### Routing congestion map

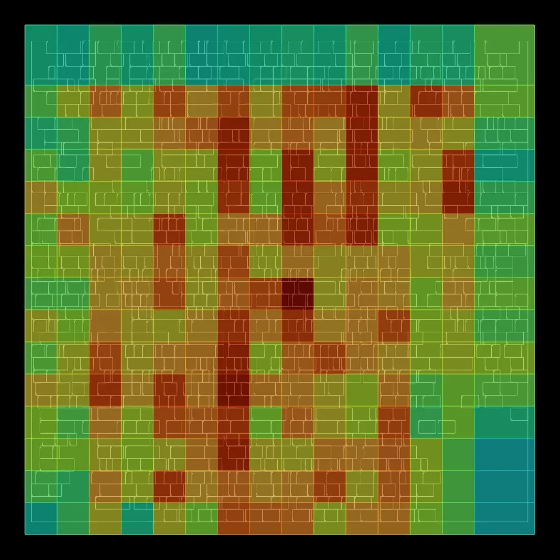
### Port wiring

Scale bar: 20 um.
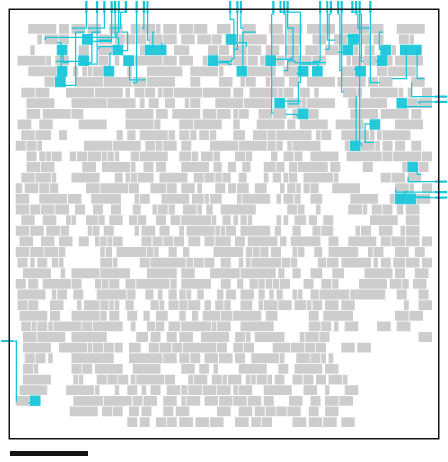
[src/rtl/pc_fetch_unit.sv]
// PC register, next-PC selection and IF/ID pipeline register for the fetch stage.
// Optional macro PC_REDIRECT_CNT_EN adds a saturating 16-bit redirect counter output.
module pc_fetch_unit (
    input  logic        clk,
    input  logic        reset,
    input  logic        PC_Mux,
    input  logic [1:0]  target_sel,
    input  logic        reset_IF_ID,
    input  logic        LE,
    input  logic [31:0] branch_target,
    input  logic [31:0] jalr_target,
    input  logic [31:0] jal_target,
    input  logic [31:0] instr_in,
    output logic [31:0] pc_out,
    output logic [31:0] if_id_pc,
    output logic [31:0] if_id_instr,
    output logic        if_id_valid,
    output logic        misalign
`ifdef PC_REDIRECT_CNT_EN
    ,
    output logic [15:0] redirect_cnt
`endif
);

    typedef enum logic {
        BOOT = 1'b0,
        RUN  = 1'b1
    } state_t;

    state_t      state;
    logic        redirect;
    logic [31:0] target;

    // target_sel 11 means plain sequential fetch, so it never counts as a redirect
    always_comb begin
        redirect = PC_Mux && (target_sel != 2'b11);
        target   = jal_target;
        case (target_sel)
            2'b00:   target = branch_target;
            2'b01:   target = jalr_target & 32'hFFFF_FFFE;
            default: target = jal_target;
        endcase
    end

    always_ff @(posedge clk) begin
        if (!reset) begin
            state       <= BOOT;
            pc_out      <= 32'h0;
            if_id_pc    <= 32'h0;
            if_id_instr <= 32'h0;
            if_id_valid <= 1'b0;
            misalign    <= 1'b0;
        end else begin
            case (state)
                BOOT: begin
                    state       <= RUN;
                    pc_out      <= 32'h0;
                    if_id_pc    <= 32'h0;
                    if_id_instr <= 32'h0;
                    if_id_valid <= 1'b0;
                end
                RUN: begin
                    // Flush wins over a stall; a redirect alone does not flush IF/ID
                    if (reset_IF_ID) begin
                        if_id_pc    <= 32'h0;
                        if_id_instr <= 32'h0;
                        if_id_valid <= 1'b0;
                    end else if (LE) begin
                        if_id_pc    <= pc_out;
                        if_id_instr <= instr_in;
                        if_id_valid <= 1'b1;
                    end

                    if (redirect) begin
                        pc_out <= target;
                        if (target[1:0] != 2'b00) begin
                            misalign <= 1'b1;
                        end
                    end else if (LE) begin
                        pc_out <= pc_out + 32'd4;
                    end
                end
                default: state <= BOOT;
            endcase
        end
    end

`ifdef PC_REDIRECT_CNT_EN
    always_ff @(posedge clk) begin
        if (!reset) begin
            redirect_cnt <= 16'h0;
        end else if ((state == RUN) && redirect && (redirect_cnt != 16'hFFFF)) begin
            redirect_cnt <= redirect_cnt + 16'd1;
        end
    end
`endif

endmodule

[config.mk]
export PLATFORM = sky130hd
export DESIGN_NAME = pc_fetch_unit
export DESIGN_NICKNAME = d
export VERILOG_FILES = /design/src/rtl/pc_fetch_unit.sv
export SDC_FILE = /design/constraint.sdc
export NUM_CORES = 1
export LEC_CHECK = 0
export ABC_CLOCK_PERIOD_IN_PS = 2100
export CORE_UTILIZATION = 41
export CTS_BUF_LIST = sky130_fd_sc_hd__clkbuf_8 sky130_fd_sc_hd__clkbuf_16
export DETAILED_ROUTE_END_ITERATION = 12
export PLACE_DENSITY = 0.8
export SYNTH_ARGS = -nofsm -noshare
export SYNTH_HDL_FRONTEND = slang
export SYNTH_SLANG_ARGS = --single-unit
[constraint.sdc]
create_clock -name clk -period 2.1 [get_ports clk]
set_clock_uncertainty 0.1 [all_clocks]
set_input_delay 0.42 -clock clk [delete_from_list [all_inputs] [get_ports clk]]
set_output_delay 0.42 -clock clk [all_outputs]
set_load 0.1 [all_outputs]
==> Changelog: implementation <==
### Metrics

- First-pass GRT wire length: about 25,000 um
- Final min period: 1970 ps
- Clock buffers: 9
- Synth top area cells: dfxtp_1 42%, a22oi_1 10%, nor2_1 7.4%
- Slowest stage delay, CP: around 480 ps
- Fp util: 43.0%
- Latency at later pin: around 350 ps
- Setup Crit Path Kind: input port to register
- Logic share of the area: between 30% and 40%
- Total power: about 4700 uW
- Mi-comb count: 406
- Worst Reg-to-Reg Cells: 7
- FF-to-FF End: pc_out[30]
- Post-synthesis sequential area ratio: between 40% and 50%
- Total leakage power: 0.00304 uW
- Final WS setup: approximately 130 ps
- Area growth from synthesis to layout: 61.1%
- Cells after Synth: between 500 and 600
- Hold_sp: misalign
- Placed cell count: a little over 900
- Inverters: 9
- Chip Area, Yosys: between 4000 and 5000 um^2
- FF-to-FF Start: pc_out[3]
- Register share of total power: roughly two fifths
- Seq. pwr: just under 2000 uW
- GRT busiest layer: met2
- Sw Share: between 20% and 30%
- Logic area: between 2000 and 3000 um^2
- Non-filler cells, final: approximately 940
- Top cell type by total area after synthesis: dfxtp_1
- RD Place Congestion: approximately 0.85
- Routed Antenna Nets: 0
- Most instantiated logic cells after routing: 131 x clkdlybuf4s50_1, 119 x buf_4, 91 x nor2_1
- Pins Over Slew Limit: 0
- DRC viols: 0
- Worst setup path endpoint: pc_out[27]
- Drt total wl: about 17,000 um
- CTS tree: done
- Final global-route overflow total: 0
- CP max FO: 9
- Status: complete, no violations
- # fillers: approximately 890
- Clock Sinks: 99
- Clock network power: about 1700 uW
- Iteration-0 DRC Markers: 378
- Layout Nets: 929
- Tcrit/Tclk final: between 90% and 100%
- Yosys top cell area share: a little over two fifths
- RSZ-0062 raised after global routing: no
- Crit path max-delay family: AND-OR/OR-AND gates
- Hpwl dp: roughly 12,000 um
- Critical path, cell by cell: clkdlybuf4s50_1 > a21bo_2 > buf_4 > a21o_1 > a21oi_1 > a31oi_1 > o22ai_1
- CP startpoint: PC_Mux
- Synth Area in Simple Gates: 18.6%
- Maximum Capacitance Violations: 0
- Cell Type Count: roughly 55
- Vias in the first global route: roughly 5k
- DR pass1 iterations: 5
- Flop Count: roughly 99
- Worst vdd ir: roughly 0.56 mV
- Flop share of the area: a little over a quarter
Back to the opening pictures, 'Routing congestion map':
M3 GR Usage: 6.16%
wire per inst: 17.8 um
GR Util met1: 33.9%
Total Routing Usage GR: 27.7%
Layout Utilization: 69.2%

Back to the opening pictures, 'Port wiring':
- `instr_in`: cyan (direction input; end cells 32; buffers 32; wire 688 um)
PortBufs: 231
# IOs: 233

Power and IR drop assume default switching activity.
